===== src/rtl/instr_fetch.sv =====
// Instruction fetch front end: PC register, one-deep in-flight tracking and a
// small FIFO of {instr, pc} pairs toward decode, with credit-based request gating.
module instr_fetch #(
    parameter logic [31:0] RESET_PC  = 32'h0000_0000,
    parameter int          BUF_DEPTH = 2
) (
    input  logic        clk,
    input  logic        rst,
    output logic        imem_req,
    output logic [31:0] imem_addr,
    input  logic [31:0] imem_rdata,
    input  logic        redirect,
    input  logic [31:0] redirect_pc,
    output logic [31:0] instr,
    output logic [31:0] instr_pc,
    output logic        instr_valid,
    input  logic        instr_ready,
    output logic [2:0]  occupancy
);

    typedef logic [1:0] ptr_t;

    localparam logic [2:0] DEPTH3 = 3'(BUF_DEPTH);

    // Storage is sized for the largest legal depth; pointers wrap at BUF_DEPTH.
    logic [31:0] instr_mem_q [4];
    logic [31:0] pc_mem_q    [4];

    logic [31:0] pc_q, pc_d;
    logic [31:0] issued_pc_q, issued_pc_d;
    logic        inflight_q, inflight_d;
    ptr_t        head_q, head_d;
    ptr_t        tail_q, tail_d;
    logic [2:0]  occupancy_q, occupancy_d;

    logic        pop;
    logic        push;
    logic [2:0]  used_credit;
    logic        unused_bits;

    function automatic ptr_t ptr_inc(input ptr_t p);
        return (p == ptr_t'(BUF_DEPTH - 1)) ? 2'd0 : p + 2'd1;
    endfunction

    assign unused_bits = ^redirect_pc[1:0];

    assign instr_valid = rst & (occupancy_q != 3'd0);
    assign instr       = instr_mem_q[head_q];
    assign instr_pc    = pc_mem_q[head_q];
    assign occupancy   = occupancy_q;
    assign imem_addr   = pc_q;

    assign pop  = instr_valid & instr_ready;
    assign push = inflight_q & ~redirect;

    // A slot freed by this cycle's pop can be reused by the request issued now.
    assign used_credit = occupancy_q + {2'b00, inflight_q} - {2'b00, pop};
    assign imem_req    = rst & ~redirect & (used_credit < DEPTH3);

    always_comb begin
        pc_d        = pc_q;
        issued_pc_d = pc_q;
        inflight_d  = imem_req;
        head_d      = head_q;
        tail_d      = tail_q;
        occupancy_d = occupancy_q;
        if (redirect) begin
            pc_d        = {redirect_pc[31:2], 2'b00};
            head_d      = 2'd0;
            tail_d      = 2'd0;
            occupancy_d = 3'd0;
        end else begin
            if (imem_req) pc_d = pc_q + 32'd4;
            if (pop) head_d = ptr_inc(head_q);
            if (push) tail_d = ptr_inc(tail_q);
            occupancy_d = occupancy_q + {2'b00, push} - {2'b00, pop};
        end
    end

    always_ff @(posedge clk) begin
        if (!rst) begin
            pc_q        <= RESET_PC;
            issued_pc_q <= 32'h0;
            inflight_q  <= 1'b0;
            head_q      <= 2'd0;
            tail_q      <= 2'd0;
            occupancy_q <= 3'd0;
            for (int i = 0; i < 4; i++) begin
                instr_mem_q[i] <= 32'h0;
                pc_mem_q[i]    <= 32'h0;
            end
        end else begin
            pc_q        <= pc_d;
            issued_pc_q <= issued_pc_d;
            inflight_q  <= inflight_d;
            head_q      <= head_d;
            tail_q      <= tail_d;
            occupancy_q <= occupancy_d;
            if (push) begin
                instr_mem_q[tail_q] <= imem_rdata;
                pc_mem_q[tail_q]    <= issued_pc_q;
            end
        end
    end

    a_no_overflow : assert property (@(posedge clk) disable iff (!rst)
        !(push && !pop && (occupancy_q == DEPTH3)));

endmodule


===== config.mk =====
export PLATFORM = sky130hd
export DESIGN_NAME = instr_fetch
export DESIGN_NICKNAME = d
export VERILOG_FILES = /design/src/rtl/instr_fetch.sv
export SDC_FILE = /design/constraint.sdc
export NUM_CORES = 1
export LEC_CHECK = 0
export CORE_UTILIZATION = 50
export DETAILED_ROUTE_END_ITERATION = 7
export PLACE_DENSITY = 0.72
export SYNTH_ARGS = -nofsm -noshare
export SYNTH_HDL_FRONTEND = slang
export SYNTH_SLANG_ARGS = --single-unit

===== constraint.sdc =====
create_clock -name clk -period 8.6 [get_ports clk]
set_clock_uncertainty 0.05 [all_clocks]
set_input_delay 1.72 -clock clk [delete_from_list [all_inputs] [get_ports clk]]
set_output_delay 1.72 -clock clk [all_outputs]
set_load 0.02 [all_outputs]

### Supply network, run 1

Scale: 3 px per µm. Pins as bars on the die edge. Tap cells in grey.
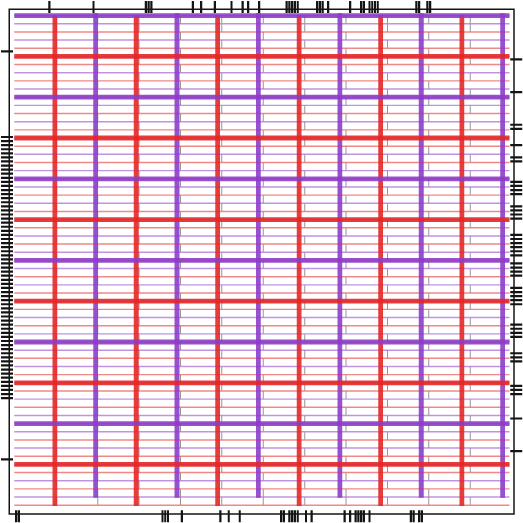
- purple: VDD
- red: VSS
- rows: 60
- signal pins: 169
- met5 straps: 12
- tap cells: 341
- met1 rails: 61
vertical extent of the die: 168 µm
worst ir drop on vdd: 111 µV
die extent in x: 168 µm
Floorplan Core Area: 27000 µm²

### Cells coloured by class, run 1

Scale: 3 px per µm. Fill, decap, tap and diode cells in grey.
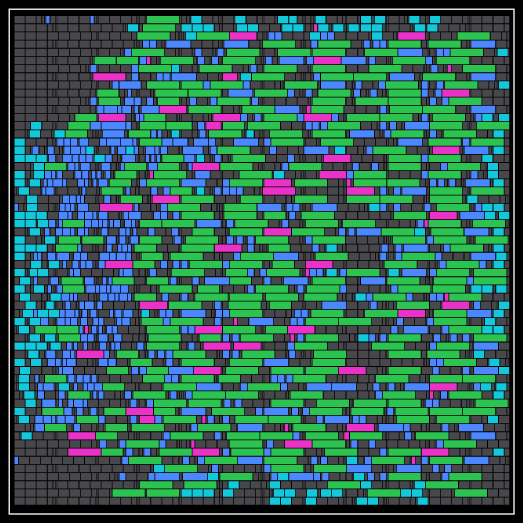
- cyan: remaining buffers and delay cells (cells 172)
- magenta: clock drivers and dummy loads (cells 62)
- green: sequential cells (cells 318)
- blue: combinational and other logic (cells 581)
# rows: 60
final instance area: 16800 µm²

==> run notes, run 1 <==
Flow results are below.

- The number of global-route vias before repair is 8369, for reference.
- The DRC violation total left in the routed layout is recorded as 0.
- The flow ran to the end, and the final reports show no timing, DRC or antenna violations.
- The routed design shows a wire length per standard cell of 20.3 µm.
- The number of synthesized register bits is 318, for reference.
- Summed over all layers, the routed wires come to 30000 µm.
- The reg2reg setup slack is 5.00 ns, for reference.
- STA lists the startpoint of the worst hold path as head_q[1].
- The upper clock frequency limit is 0.152 GHz, for reference.
- The total die size is 28200 µm², for reference.
- Yosys mapped the design onto 55 distinct sky130hd cell types.
- In this run the worst setup path terminates at imem_req.
- The sort of element at the end of the critical path is an output port, for reference.
- The post-route netlist has 11.7% of its cells at a drive strength greater than 1.
- During I/O placement, the number of pins put on the boundary was 169.
- The number of antenna cells inserted is 0, for reference.
- The iteration-0 DRC count of the detailed router is 576, for reference.
- The pin closest to its max-slew limit shows a slew of 1.03 ns.
- The total global-route track usage is 21.4%, for reference.
- Summing all flip-flop and latch instances after layout gives 8860 µm².
- In the synthesized netlist, mux cells make up 10.5% of the area.
- The final timing report counts setup violations totalling 0.
- The simple-gate share of the synthesized area is 17.7%, for reference.
- Looking at the reg2reg group, the worst path starts from occupancy[1].
- The leakage component of the power was reported as 6.14 nW.
- The script reports the combined buffer and inverter count of the critical path as 4.
- The post-detailed-route count of antenna-violating nets is 0, for reference.
- The report shows a maximum critical-path fanout of 42.
- Per the run summary, max-cap violations total 0.
- The number of max-slew violations in the final report is 0, for reference.
- The area growth from synthesis to final layout is 22.1%, for reference.
- The cell with the most instances on the worst path is sky130_fd_sc_hd__inv_1, for reference.
- In the setup report, the worst path falls into the class input port to output port.
- The routed design could run at a clock period as short as 6.58 ns.
- The critical path crosses 11 cells after its start point.
- TritonCTS built the clock tree.
- The number of warnings printed during yosys synthesis is 0, for reference.
- The initial antenna violation count is 0, for reference.
- Post-synthesis, Yosys gives the total cell area as 13700 µm².
- Per the detail_route report, vias per standard cell equal 5.61.
- Per the final timing report, the hold violations number 0.
- The critical path's slowest stage uses the library cell sky130_fd_sc_hd__clkdlybuf4s50_1.
- The post-CTS clock slew at the launch and capture registers of the worst setup and hold paths is 0.06 ns, for reference.
- The max-slew headroom at the worst pin is 31.4%, for reference.
- The wire length of the first global-routing pass is 46300 µm, for reference.
- The total of cells resized after clock tree synthesis is 0, for reference.
- The power per cell area is 209 nW/µm², for reference.
- The maximum number of pins on one net before global-route repair is 78, for reference.
- The number of port buffers is 162, for reference.
- Per STA, the startpoint of the critical path is rst.
- In this run, the synthesized area fraction spent on xor and xnor cells is recorded as 0.992%.
- The estimated wirelength of the detail-placed design is 16400 µm, for reference.
- The fraction of met2 tracks used by global routing is 36.8%, for reference.
- The endpoint of the worst-slack reg-to-reg timing path is imem_addr[15], for reference.
- Hold repair after CTS inserted 0 buffers.
- Before any placement, the netlist area is recorded as 13700 µm².
- The share of the core area taken by cells at floorplan is 51.0%.
- The buffers inserted during post-CTS setup optimization is 0, for reference.
- The clock net in this run drives a total of 318 sinks.
- Setup repair after global routing left no endpoint under its margin.
- The share of synthesized cell area in full adder, half adder and majority cells is 0.655%, for reference.
- Summing over the stages, the warning tally comes to 28.
- The synth_stat.txt file lists the number of cells as 970.
- The report gives the cell count of the worst hold path as 2.
- The total congestion overflow is 0, for reference.
- The critical path goes through buf_4 -> inv_1 -> nor2_1 -> and2_1 -> ha_1 -> nand2b_1 -> fa_1 -> xnor3_1 -> nand3_2 -> inv_1 -> clkdlybuf4s50_1.
- Counting the fill cells in the layout gives 1992.
- The H-tree generated during clock tree synthesis spans 2 levels.
- The peak-usage layer in the global routing report is met2, for reference.
- The post-synthesis async set-or-reset flop share is 0%, for reference.
- Each instance of the synthesized netlist takes up on average 14.2 µm².
### Clock distribution, run 1

Scale: 2 px per µm.
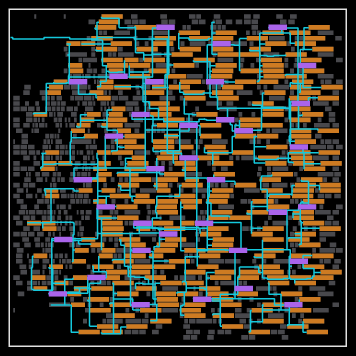
- cyan: clock wires (length 3560 µm)
- purple: clock drivers (count 35)
- orange: flip-flops (count 318)
- flops lie: widely spread
- routed clock nets: 36
clock network power: 1.50 mW
insertion delay to the later sink of the worst-skew pair: 0.50 ns
part of the total power dissipated in the clock network: 42.6%

run 1: synthesized netlist by cell type, drive strengths merged (2+ instances only):
cell type | instances | area [µm²]
nand2b | 5 | 31.3
ha | 4 | 50.1
mux4 | 62 | 1400
a32oi | 2 | 17.5
and2 | 222 | 1390
fa | 2 | 40.0
dfxtp | 70 | 1400
a31oi | 9 | 56.3
nor2 | 25 | 96.4
a21oi | 8 | 40.0
a21boi | 11 | 82.6
nor4b | 3 | 26.3
mux2 | 2 | 22.5
o21ai | 15 | 75.1
or4 | 2 | 15.0
xor2 | 2 | 17.5
nor3 | 7 | 35.0
nand2 | 38 | 143
mux2i | 2 | 20.0
o211ai | 3 | 22.5
o31ai | 2 | 15.0
nand4 | 8 | 50.1
clkbuf | 57 | 214
a41oi | 2 | 17.5
o22ai | 5 | 31.3
xnor2 | 11 | 96.3
buf | 17 | 93.8
edfxtp | 248 | 7450
and3b | 2 | 17.5
and3 | 70 | 438
inv | 14 | 52.6
and4 | 2 | 17.5
nand3 | 11 | 65.1
nor4 | 10 | 62.6
run 1: layer usage:
metal	vias to the layer above	share of wire (%)
met2	280	49
li1	3837	-
met1	4107	43
met5	-	0
met3	42	5.8
met4	0	1.8
run 1: cell type report:
type                       instances  share of cell area [%]
inverter                          14                   0.313
tap                              341                    2.54
clock inverter                     7                   0.790
sequential                       318                    52.8
timing repair buffer             172                    10.1
multi-input combinational        567                    27.4
clock buffer                      55                    6.10
run 1: through the flow:
step           std cells  utilization (%)  instance area, µm²  power, mW
2_1_floorplan        973                -               13800       1.92
3_3_place_gp        1412             58.0               15600       2.05
3_5_place_dp        1412             58.0               15600       2.05
4_1_cts             1474             62.3               16800       3.54
5_1_grt             1474             62.3               16800       3.62
6_report            1474             62.3               16800       3.51
run 1: sequential cells by signal (all words and copies together) (netlist names), named ones only:
name,flops
inflight_q,1
instr_mem_q,128
head_q,2
occupancy,3
imem_addr,30
issued_pc_q,30
pc_mem_q,120
tail_q,2
run 1: cells in the final DEF, fill, tap and decap left out, drive strengths merged, types with 5 or more instances in the layout:
cell / netlist / layout
nand4: 8 / 8
inv: 14 / 14
dfxtp: 70 / 70
and2: 222 / 222
o21ai: 15 / 15
nand3: 11 / 11
nor2: 25 / 25
edfxtp: 248 / 248
buf: 17 / 11
and3: 70 / 70
clkbuf: 57 / 55
clkdlybuf4s50: 0 / 161
o22ai: 5 / 5
nor3: 7 / 7
a21boi: 11 / 11
nand2b: 5 / 5
mux4: 62 / 62
nand2: 38 / 38
a31oi: 9 / 9
nor4: 10 / 10
xnor2: 11 / 11
a21oi: 8 / 8
run 1: worst min-delay path, stage by stage, from the launching register on:
cell	delay, ns
sky130_fd_sc_hd__dfxtp_1	0.29
sky130_fd_sc_hd__nand2_1	0.05
sky130_fd_sc_hd__a21oi_1	0.04
run 1: where the power goes:
group / switching [mW] / total (mW) / internal [mW]
Combinational: 0.138 / 0.255 / 0.117
Sequential: 0.0374 / 1.76 / 1.72
Clock: 0.563 / 1.50 / 0.935
### Routed metal, one colour a layer, run 1

Scale: 3 px per µm.
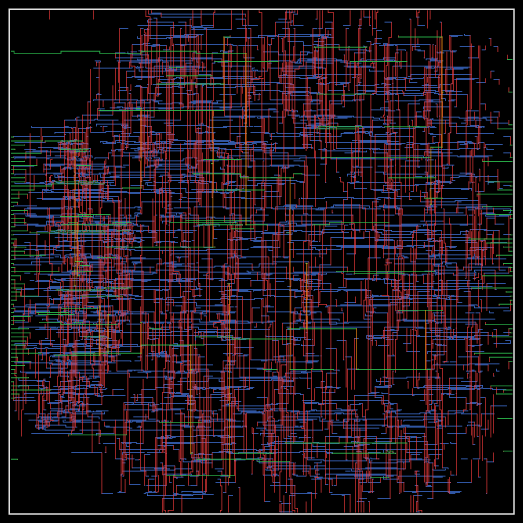

## Run 2: what changed since run 1
--- a/config.mk
+++ b/config.mk
@@ -7,7 +7,7 @@
 export LEC_CHECK = 0
 export CORE_UTILIZATION = 50
 export DETAILED_ROUTE_END_ITERATION = 7
-export PLACE_DENSITY = 0.72
+export PLACE_DENSITY = 0.75
 export SYNTH_ARGS = -nofsm -noshare
 export SYNTH_HDL_FRONTEND = slang
 export SYNTH_SLANG_ARGS = --single-unit
==> constraint.sdc (replaced) <==
create_clock -name clk -period 5.3 [get_ports clk]
set_clock_uncertainty 0.05 [all_clocks]
set_input_delay 1.06 -clock clk [delete_from_list [all_inputs] [get_ports clk]]
set_output_delay 1.06 -clock clk [all_outputs]
set_load 0.02 [all_outputs]
### Routed metal, one colour a layer, run 2

Scale: 3 px per µm.
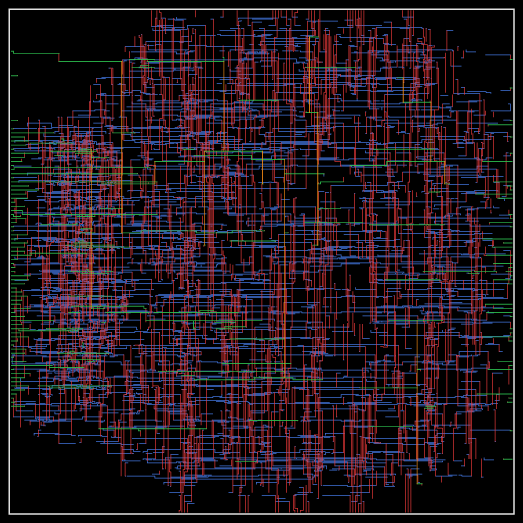
- red: metal 2 (wire length 14700 µm)
- blue: metal 1 (wire length 13300 µm)
- green: metal 3 (wire length 1790 µm)
- orange: metal 4 (wire length 422 µm)
overall fraction of global-route tracks in use: 21.7%
routed vias: 8290

==> run notes, run 2 <==
Flow results are below.

- The flow ran to the end, and the final reports show no timing, DRC or antenna violations.
- The total non-filler cell area in the finished layout is 16900 µm² (+0.55%).
- The detailed-route wire length on metal 1 came to 13300 µm (+2.9%).
- The total die size was 28200 µm² (unchanged).
- The number of max-slew violations in the final report is 0 (unchanged), for reference.
- The cell that appears most often on the critical path is sky130_fd_sc_hd__clkdlybuf4s50_1.
- The final net count is 1188, for reference.
- Summing the sequential cell areas from Yosys gives 64.4% of the chip area.
- The weighted congestion reported at the end of routability-driven placement is 0.817, for reference.
- By area the synthesized netlist is led by sky130_fd_sc_hd__edfxtp_1 54%, sky130_fd_sc_hd__dfxtp_1 10%, sky130_fd_sc_hd__mux4_2 10%, sky130_fd_sc_hd__and2_1 10%, sky130_fd_sc_hd__and3_1 3.2%.
- The critical-path maximum fanout is 4 (-90%), for reference.
- The depth of the CTS H-tree was 2 (unchanged).
- The top cell type's share of synthesized area is 54.2% (unchanged), for reference.
- The arrival time reported for the critical path endpoint is 3.63 ns, for reference.
- The maximum number of pins on one net before global-route repair was 84 (+7.7%).
- Of the available clock period, the critical path in the final layout requires 89.4%.
- The number of antenna cells inserted came to 0 (unchanged).
- The initial antenna violation count was 0 (unchanged).
- The part of the power in registers is 50.2% (about the same), for reference.
- The utilization after layout is 62.6% (+0.34 points), for reference.
- The vias per cell came to 5.60 (-0.18%).
- The number of warnings printed during yosys synthesis came to 0 (unchanged).
- The number of I/O pins is 169 (unchanged), for reference.
- The tightest min-delay check is of the register to register type.
- The area growth from synthesis to final layout is 22.8%, for reference.
- Before CTS, the worst setup slack after placement is 0.531 ns.
- The number of placement rows is 60 (unchanged).
- The synthesized chip area reported by yosys is 13700 µm² (unchanged), for reference.
- The post-synthesis async set-or-reset flop share is 0% (unchanged), for reference.
- The initial core utilization is 51.0% (unchanged), for reference.
- Per STA, the highest per-stage delay on the worst path measures 0.62 ns.
- The total iterations of the first detailed-routing run is 5, for reference.
- Yosys mapped a number of flops with a built-in enable equal to 248.
- The total of cells resized after clock tree synthesis came to 0 (unchanged).
- STA classifies the critical path endpoint as an output port.
- The proportion of layout cells with a drive suffix above 1 is 12.8% (+1.2 points).
- The wire length of the first global-routing pass is 46700 µm (+0.88%), for reference.
- The total power came to 5.69 mW (+62%).
- By startpoint and endpoint, the worst setup path is classified as input port to output port.
- The number of setup violations in the final report is 0 (unchanged), for reference.
- The post-CTS clock slew at the launch and capture registers of the worst setup and hold paths is 0.06 ns (about the same), for reference.
- STA classifies the critical path startpoint as an input port.
- The predominant post-synthesis flop cell is sky130_fd_sc_hd__edfxtp_1, for reference.
- The cell-internal power is 4.47 mW (+61%), for reference.
- The floorplan die width is 168 µm (unchanged).
- Grouping stages by cell kind, the critical path spends the most delay in buffers and inverters.
- The detailed router used layers up to and including met4.
- The number of global-route vias before repair was 8352 (-0.20%).
- Per the cell usage report, the commonest logic cells after layout are 248 x sky130_fd_sc_hd__edfxtp_1, 222 x sky130_fd_sc_hd__and2_1, 161 x sky130_fd_sc_hd__clkdlybuf4s50_1, 70 x sky130_fd_sc_hd__and3_1, 68 x sky130_fd_sc_hd__dfxtp_1.
- For the worst setup path, the data required time is 4.19 ns.
- The post-detailed-route count of antenna-violating nets is 0 (unchanged), for reference.
- The filler-free cell count of the finished design was 1481 (+0.47%).
- The peak ir drop on the vdd network is 228 µV (+110%), for reference.
- The area of the core region is 27000 µm² (unchanged), for reference.
- Per the TritonCTS log, the buffer count is 34.
- The estimated wirelength of the detail-placed design is 17100 µm (+4.5%), for reference.
- The leakage power figure is 6.19 nW (+0.84%), for reference.
- The number of synthesized register bits is 318 (unchanged).
- The per-cell routed wire length was 20.4 µm (+0.15%).
- The buffering stage count on the worst path with inverters included is 3 (-1), for reference.
- The max-slew headroom at the worst pin is 32.9% (+1.5 points), for reference.
- The share of power burned in the clock network is 42.4% (-0.2 points), for reference.
- After routing, the total negative slack on setup checks comes to 0 ns.
- Counting instances in the post-synthesis netlist gives the leading cell types as 248 x sky130_fd_sc_hd__edfxtp_1, 222 x sky130_fd_sc_hd__and2_1, 70 x sky130_fd_sc_hd__and3_1, 70 x sky130_fd_sc_hd__dfxtp_1, 62 x sky130_fd_sc_hd__mux4_2.
- The number of cells in Yosys stat is 970 (unchanged), for reference.
- The critical path goes through clkdlybuf4s50_1 -> and2_1 -> ha_1 -> nand2b_1 -> fa_1 -> xnor3_1 -> nand3_2 -> inv_1 -> clkdlybuf4s50_1.
- The total congestion overflow was 0 (unchanged).
- sky130_fd_sc_hd__edfxtp_1 takes more of the synthesized area than any other cell.
- For the finished layout, the period the worst path requires is 4.74 ns.
- The setup slack after layout is 0.564 ns, for reference.
- The portion of total power attributed to combinational logic is 7.4% (about the same).
- The cell with the most instances after synthesis is sky130_fd_sc_hd__edfxtp_1, for reference.
- The power per cell area is 337 nW/µm² (+61%), for reference.
- The clock insertion delay at the later pin of the skew report came to 0.51 ns (about the same).
- The switching power was 1.23 mW (+66%).
- The height of the die is 168 µm (unchanged).
- The detailed-route wire length was 30200 µm (+0.62%).
- The number of cells in the design after placement was 1419 (+0.50%).
- The worst hold margin is 0.378 ns, for reference.
- The highest clock rate this design can be run at is 0.211 GHz.
- Setup repair after global routing left no endpoint under its margin.
- The buffers inserted during post-CTS setup optimization came to 0 (unchanged).
- The post-route DRC violation count came to 0 (unchanged).
- The total number of clock tree sinks is 318 (unchanged), for reference.
- The flip-flop count of the largest register, all copies and words added was 128 (unchanged).
- The commonest non-fill, non-tap cell in the layout is sky130_fd_sc_hd__edfxtp_1, for reference.
- The gate count after technology mapping is 970, for reference.
- The mean instance size in the synthesized netlist is 14.2 µm² (unchanged), for reference.
- The tree is rooted in a sky130_fd_sc_hd__clkbuf_16.
- The hold-fix buffer count after cts is 0 (unchanged), for reference.
- The reg2reg setup slack is 1.71 ns (-3.29 ns), for reference.
- The iteration-0 DRC count of the detailed router is 706 (+23%), for reference.
- The master of the slowest instance on the critical path is sky130_fd_sc_hd__clkdlybuf4s50_1, for reference.
- The switching share of power came to 21.5% (+0.51 points).
- The met2 wire length is 14700 µm (-0.86%), for reference.
- The final number of hold-violating endpoints came to 0 (unchanged).
- The slew at the pin with the worst max-slew slack came to 1.01 ns (-0.0214 ns).
- The number of port buffers is 162 (unchanged).
- The count of unique library cells instantiated by Yosys came to 55 (unchanged).
- The area after detailed placement was 15700 µm² (+0.58%).
- The maximum buffer depth of the clock tree is 3, for reference.
- TritonCTS built the clock tree.
- The combined area of all synthesized cells is 13700 µm² (unchanged), for reference.
- The register name with the most flops is instr_mem_q, for reference.
- The count of tool warnings was 28 (unchanged).
- The met3 wirelength from detailed routing came to 1790 µm (+3.0%).
- The registers reported with the highest flop counts are instr_mem_q (128), pc_mem_q (120).
- The max-cap violation count was 0 (unchanged).
[run 2: cell count changes in the layout (fill, tap and decap cells not counted), sizes merged]
cell	previous run	this run
buf	11	18
bufinv	4	3
clkbuf	55	47
clkinv	3	9
clkinvlp	0	3
[run 2: worst min-delay path: stages, from the launching register on]
cell and delay (ns):
sky130_fd_sc_hd__dfxtp_1 0.30, sky130_fd_sc_hd__nand2_1 0.05, sky130_fd_sc_hd__a21oi_1 0.04
[run 2: final timing paths]
kind	start	to	cells past startpoint
worst min register to register	head_q[1]	register	2
worst max register to register	occupancy[1]	imem_addr[10]	13
worst min-delay path	head_q[1]	register	2
worst max-delay path	instr_ready	imem_req	9
[run 2: area by class of cell]
class                      instances  area (µm²)
tap                              341         427
inverter                          14        52.6
clock buffer                      47        1000
sequential                       318        8860
fill                            1992       10100
multi-input combinational        567        4600
timing repair buffer             179        1780
clock inverter                    15         154
[run 2: cell families (layout without fill, tap and decap cells)]
family                     count (synthesis)  after routing  synth area share, %
and+or+nand+nor                          411            411                 17.7
DFF                                      318            318                 64.4
buffers and inverters                     88            255                 2.62
AOI/OAI and AO/OA                         66             66                 3.15
muxes                                     66             66                 10.5
xor gates and xnor gates                  14             14                0.992
adders and majority gates                  6              6                0.656
other                                      1              4               0.0273
[run 2: power by group through the flow]
stage	Combinational, mW	Clock, mW	Sequential [mW]
after floorplan	0.197	0	2.91
after global placement	0.420	0	2.90
after detailed placement	0.422	0	2.91
after CTS	0.425	2.46	2.86
after global routing	0.448	2.55	2.87
final	0.421	2.42	2.86
[run 2: routing by layer]
layer,GRT usage [%],vias up
li1,-,3856
met1,29.5,4109
met4,5.19,0
met5,0,-
met2,36.3,292
met3,4.09,33
### Cells coloured by class, run 2

Scale: 3 px per µm. Fill, decap, tap and diode cells in grey.
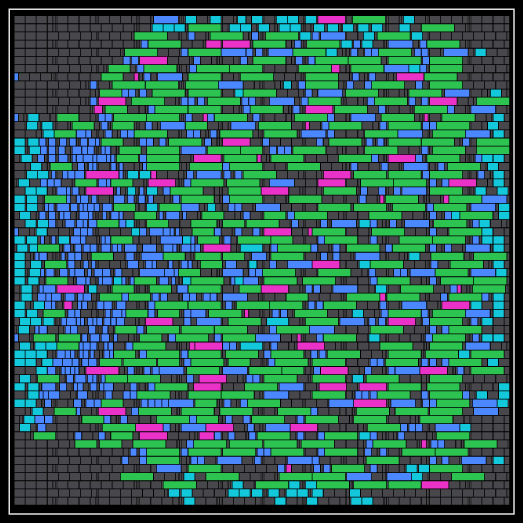

## Run 3: what changed since run 2
--- a/config.mk
+++ b/config.mk
@@ -5,8 +5,10 @@
 export SDC_FILE = /design/constraint.sdc
 export NUM_CORES = 1
 export LEC_CHECK = 0
+export CAP_MARGIN = 20
 export CORE_UTILIZATION = 50
 export DETAILED_ROUTE_END_ITERATION = 7
+export GPL_TIMING_DRIVEN = 0
 export PLACE_DENSITY = 0.75
 export SYNTH_ARGS = -nofsm -noshare
 export SYNTH_HDL_FRONTEND = slang
### Cells coloured by class, run 3

Scale: 3 px per µm. Fill, decap, tap and diode cells in grey.
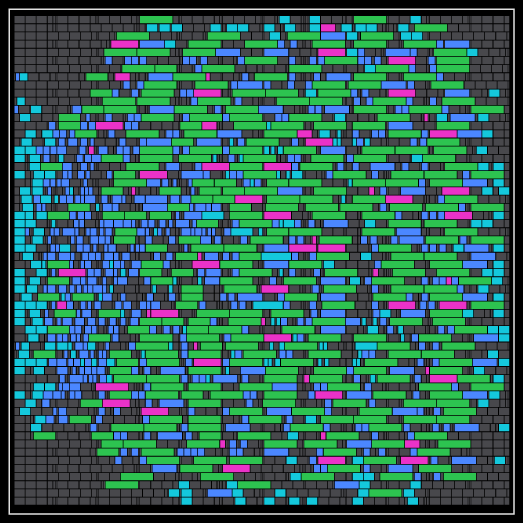
- blue: combinational and other logic (cells 581)
- green: sequential cells (cells 318)
- cyan: remaining buffers and delay cells (cells 240)
- magenta: clock drivers and dummy loads (cells 56)
core utilization of the finished layout: 62.9%
final instance area: 17000 µm²
fraction of area in registers: 52.2%

==> run notes, run 3 <==
Flow results are below.

- Setup repair after global routing left no endpoint under its margin.
- The depth of the CTS H-tree is 1 (-1), for reference.
- The maximum buffer depth of the clock tree is 3 (unchanged), for reference.
- The number of global-route vias before repair is 8944 (+7.1%), for reference.
- The flip-flop count of the largest register, all copies and words added is 128 (unchanged), for reference.
- The number of cells in Yosys stat is 970 (unchanged).
- The total iterations of the first detailed-routing run is 5 (unchanged), for reference.
- The post-detailed-route count of antenna-violating nets is 0 (unchanged), for reference.
- The filler-free cell count of the finished design was 1537 (+3.8%).
- The sequential cell area fraction in the yosys report came to 64.4% (unchanged).
- The slew at the pin with the worst max-slew slack is 0.868 ns (-0.139 ns), for reference.
- The post-route DRC violation count is 0 (unchanged), for reference.
- The upper clock frequency limit came to 0.201 GHz (-4.6%).
- The total die size is 28200 µm² (unchanged).
- The clock insertion delay at the later pin of the skew report is 0.56 ns (+0.05 ns), for reference.
- The stage delay of the slowest cell on the critical path came to 0.61 ns (about the same).
- The top cell type's share of synthesized area is 54.2% (unchanged).
- The combined area of all synthesized cells came to 13700 µm² (unchanged).
- The initial antenna violation count is 1 (+1), for reference.
- The iteration-0 DRC count of the detailed router came to 631 (-11%).
- The number of warnings printed during yosys synthesis is 0 (unchanged), for reference.
- The number of synthesized flops with an enable pin is 248 (unchanged), for reference.
- The reg2reg setup slack is 1.81 ns (+0.10 ns), for reference.
- The synthesized chip area reported by yosys is 13700 µm² (unchanged), for reference.
- The number of logic stages on the critical path including buffering is 11 (+2), for reference.
- Yosys instantiated no cell more often than sky130_fd_sc_hd__edfxtp_1.
- The worst hold margin was 0.409 ns (+0.0304 ns).
- The height of the die is 168 µm (unchanged), for reference.
- The master of the slowest instance on the critical path is sky130_fd_sc_hd__clkdlybuf4s50_1, for reference.
- The largest total area in the synthesized netlist belongs to sky130_fd_sc_hd__edfxtp_1.
- Per STA, the worst path is made up of buf_2 -> inv_1 -> nor2_1 -> and2_1 -> ha_1 -> nand2b_1 -> fa_1 -> xnor3_1 -> nand3_2 -> clkinvlp_4 -> clkdlybuf4s50_1.
- The total clock buffers created by CTS came to 30 (-12%).
- The max-cap violation count came to 0 (unchanged).
- The largest registers in the layout are instr_mem_q (128), pc_mem_q (120).
- The detailed-route wire length is 31600 µm (+4.9%), for reference.
- The met3 wirelength from detailed routing is 2260 µm (+27%).
- The proportion of layout cells with a drive suffix above 1 is 12.1% (-0.67 points), for reference.
- The launching point of the worst reg2reg path is occupancy[1], for reference.
- The arrival time reported for the critical path endpoint is 3.86 ns (+0.23 ns).
- STA classifies the critical path startpoint as an input port.
- The number of I/O pins is 169 (unchanged), for reference.
- The gate count after technology mapping is 970 (unchanged), for reference.
- The wire length of the first global-routing pass was 49100 µm (+5.1%).
- The most critical setup path has its endpoint at imem_req.
- By area the synthesized netlist is led by sky130_fd_sc_hd__edfxtp_1 54%, sky130_fd_sc_hd__dfxtp_1 10%, sky130_fd_sc_hd__mux4_2 10%, sky130_fd_sc_hd__and2_1 10%, sky130_fd_sc_hd__and3_1 3.2%.
- The final number of hold-violating endpoints was 0 (unchanged).
- Routed signal wires occupy layers up through met4.
- The number of synthesized register bits was 318 (unchanged).
- The total number of clock tree sinks is 318 (unchanged), for reference.
- In the synthesized netlist the dominant register cell turns out to be sky130_fd_sc_hd__edfxtp_1.
- The part of the cycle the worst path needs is 93.7% (+4.3 points).
- The endpoint of the worst-slack reg-to-reg timing path is imem_addr[20], for reference.
- Leaving out fill and tap cells, the most frequent cell in the layout is sky130_fd_sc_hd__edfxtp_1.
- The path class of the tightest hold or removal check is register to register.
- The floorplan die width is 168 µm (unchanged), for reference.
- The number of placement rows is 60 (unchanged), for reference.
- The post-synthesis async set-or-reset flop share is 0% (unchanged), for reference.
- The required time at the endpoint of the critical path is 4.19 ns (about the same), for reference.
- The number of port buffers is 160 (-1.2%), for reference.
- The kind of cell with the highest combined delay along the critical path is buffers and inverters.
- The post-CTS clock slew at the launch and capture registers of the worst setup and hold paths is 0.06 ns (about the same), for reference.
- The flow ran to the end, and the final reports show no timing, DRC or antenna violations.
- The mean instance size in the synthesized netlist is 14.2 µm² (unchanged), for reference.
- The layout filler cell count came to 2005 (+0.65%).
- The type of the worst setup path is input port to output port, for reference.
- The power per cell area is 322 nW/µm² (-4.6%), for reference.
- The leakage power figure was 6.21 nW (+0.41%).
- The number of cells in the design after placement is 1479 (+4.2%).
- The max-slew headroom at the worst pin is 41.8% (+8.9 points).
- The per-cell routed wire length is 20.6 µm (+1.0%), for reference.
- In this run the clock root is driven by a sky130_fd_sc_hd__clkbuf_16.
- The via count was 8564 (+3.3%).
- From synthesis to final layout, the design area changed by 23.4%.
- The minimum clock period after layout is 4.97 ns (+0.229 ns).
- The total congestion overflow is 0 (unchanged), for reference.
- The count of tool warnings is 28 (unchanged), for reference.
- The detailed-route wire length on metal 1 is 13100 µm (-1.1%), for reference.
- The final net count is 1245 (+4.8%), for reference.
- The number of cell instances on the worst register-to-register path was 14 (+1).
- The estimated wirelength of the detail-placed design is 20800 µm (+22%), for reference.
- The weighted congestion reported at the end of routability-driven placement is 0.881 (+7.8%), for reference.
- The count of unique library cells instantiated by Yosys was 55 (unchanged).
- The total global-route track usage is 22.8% (+1.1 points), for reference.
- The critical path starts at rst.
- The buffering stage count on the worst path with inverters included is 4 (+1).
- The met2 wire length is 15600 µm (+6.3%).
- The initial core utilization came to 51.0% (unchanged).
- The vias per cell came to 5.57 (-0.46%).
- The number of setup violations in the final report is 0 (unchanged), for reference.
- The worst setup path is captured at an output port.
- TritonCTS built the clock tree.
## run 3: cell types whose count changed in the layout (fill, tap and decap cells not counted), moves of 2 or more
cell	delta
sky130_fd_sc_hd__clkbuf_1	+56
sky130_fd_sc_hd__clkbuf_16	-5
sky130_fd_sc_hd__buf_16	+2
sky130_fd_sc_hd__buf_2	+12
sky130_fd_sc_hd__clkinvlp_4	-2
sky130_fd_sc_hd__buf_4	-9
sky130_fd_sc_hd__dfxtp_4	-2
sky130_fd_sc_hd__clkbuf_8	+3
sky130_fd_sc_hd__bufinv_16	-2
sky130_fd_sc_hd__dfxtp_1	+2
## run 3: worst min-delay path by stage
stage,from,to,cells after the start
2_1_floorplan,head_q[1],register,2
3_3_place_gp,head_q[1],head_q[1],2
3_5_place_dp,head_q[1],head_q[1],2
4_1_cts,head_q[1],head_q[1],2
5_1_grt,head_q[1],head_q[1],2
6_report,head_q[1],head_q[1],2
## run 3: area by class of cell
type                    instances  area (µm²)  area share, %
diodes                          1        2.50         0.0148
plain buffers                  73         304           1.79
well taps                     341         427           2.52
inverters                      14        56.3          0.332
repair buffers                167        1730           10.2
clock inverters                11        81.3          0.479
multi-input cells             567        4590           27.1
clock buffers                  45         921           5.43
flip-flops and latches        318        8850           52.2
## run 3: metrics by stage
step	area, µm²	worst slack, ns
CTS	16900	0.134
detailed placement	15900	-0.266
global route	17000	0.150
finish	17000	0.335
global placement	15800	-2.03
floorplan	13800	0.456
## run 3: cells by family (layout without fill, tap and decap cells)
kind of cell	count (synthesis)	after routing	synth area share, %
AND-OR/OR-AND	66	66	3.15
XOR/XNOR	14	14	0.992
adder cells (fa/ha/maj)	6	6	0.656
buffers and inverters	88	310	2.62
flip-flops	318	318	64.4
multiplexers	66	66	10.5
other	1	5	0.0273
AND/OR/NAND/NOR	411	411	17.7
## run 3: where the power goes
| group | leakage (nW) | total, mW | internal, mW | switching [mW] |
|---|---|---|---|---|
| Sequential | 3.09 | 2.86 | 2.80 | 0.0615 |
| Clock | 0.500 | 2.16 | 1.25 | 0.914 |
| Combinational | 2.63 | 0.439 | 0.204 | 0.235 |
| Total | 6.21 | 5.46 | 4.25 | 1.21 |
## run 3: routing by layer
layer  vias to the layer above  global-route usage (%)
li1                       3967                       -
met1                      4162                    30.7
met2                       383                    38.8
met3                        52                    3.06
met4                         0                    6.74
met5                         -                       0
## run 3: what timing repair did
item	4_1_cts	5_1_grt
buffers inserted	0	2
endpoints found under the hold margin	0	0
hold buffers	0	0
endpoints found under the setup margin	1	1
resized	1	0
## run 3: tightest hold or removal path, stage by stage, from the launching register on
cell and delay [ns]:
sky130_fd_sc_hd__dfxtp_1 0.31, sky130_fd_sc_hd__nand2_1 0.06, sky130_fd_sc_hd__a21oi_1 0.05
No activity file was given, so power comes from the tool's default toggle rates.
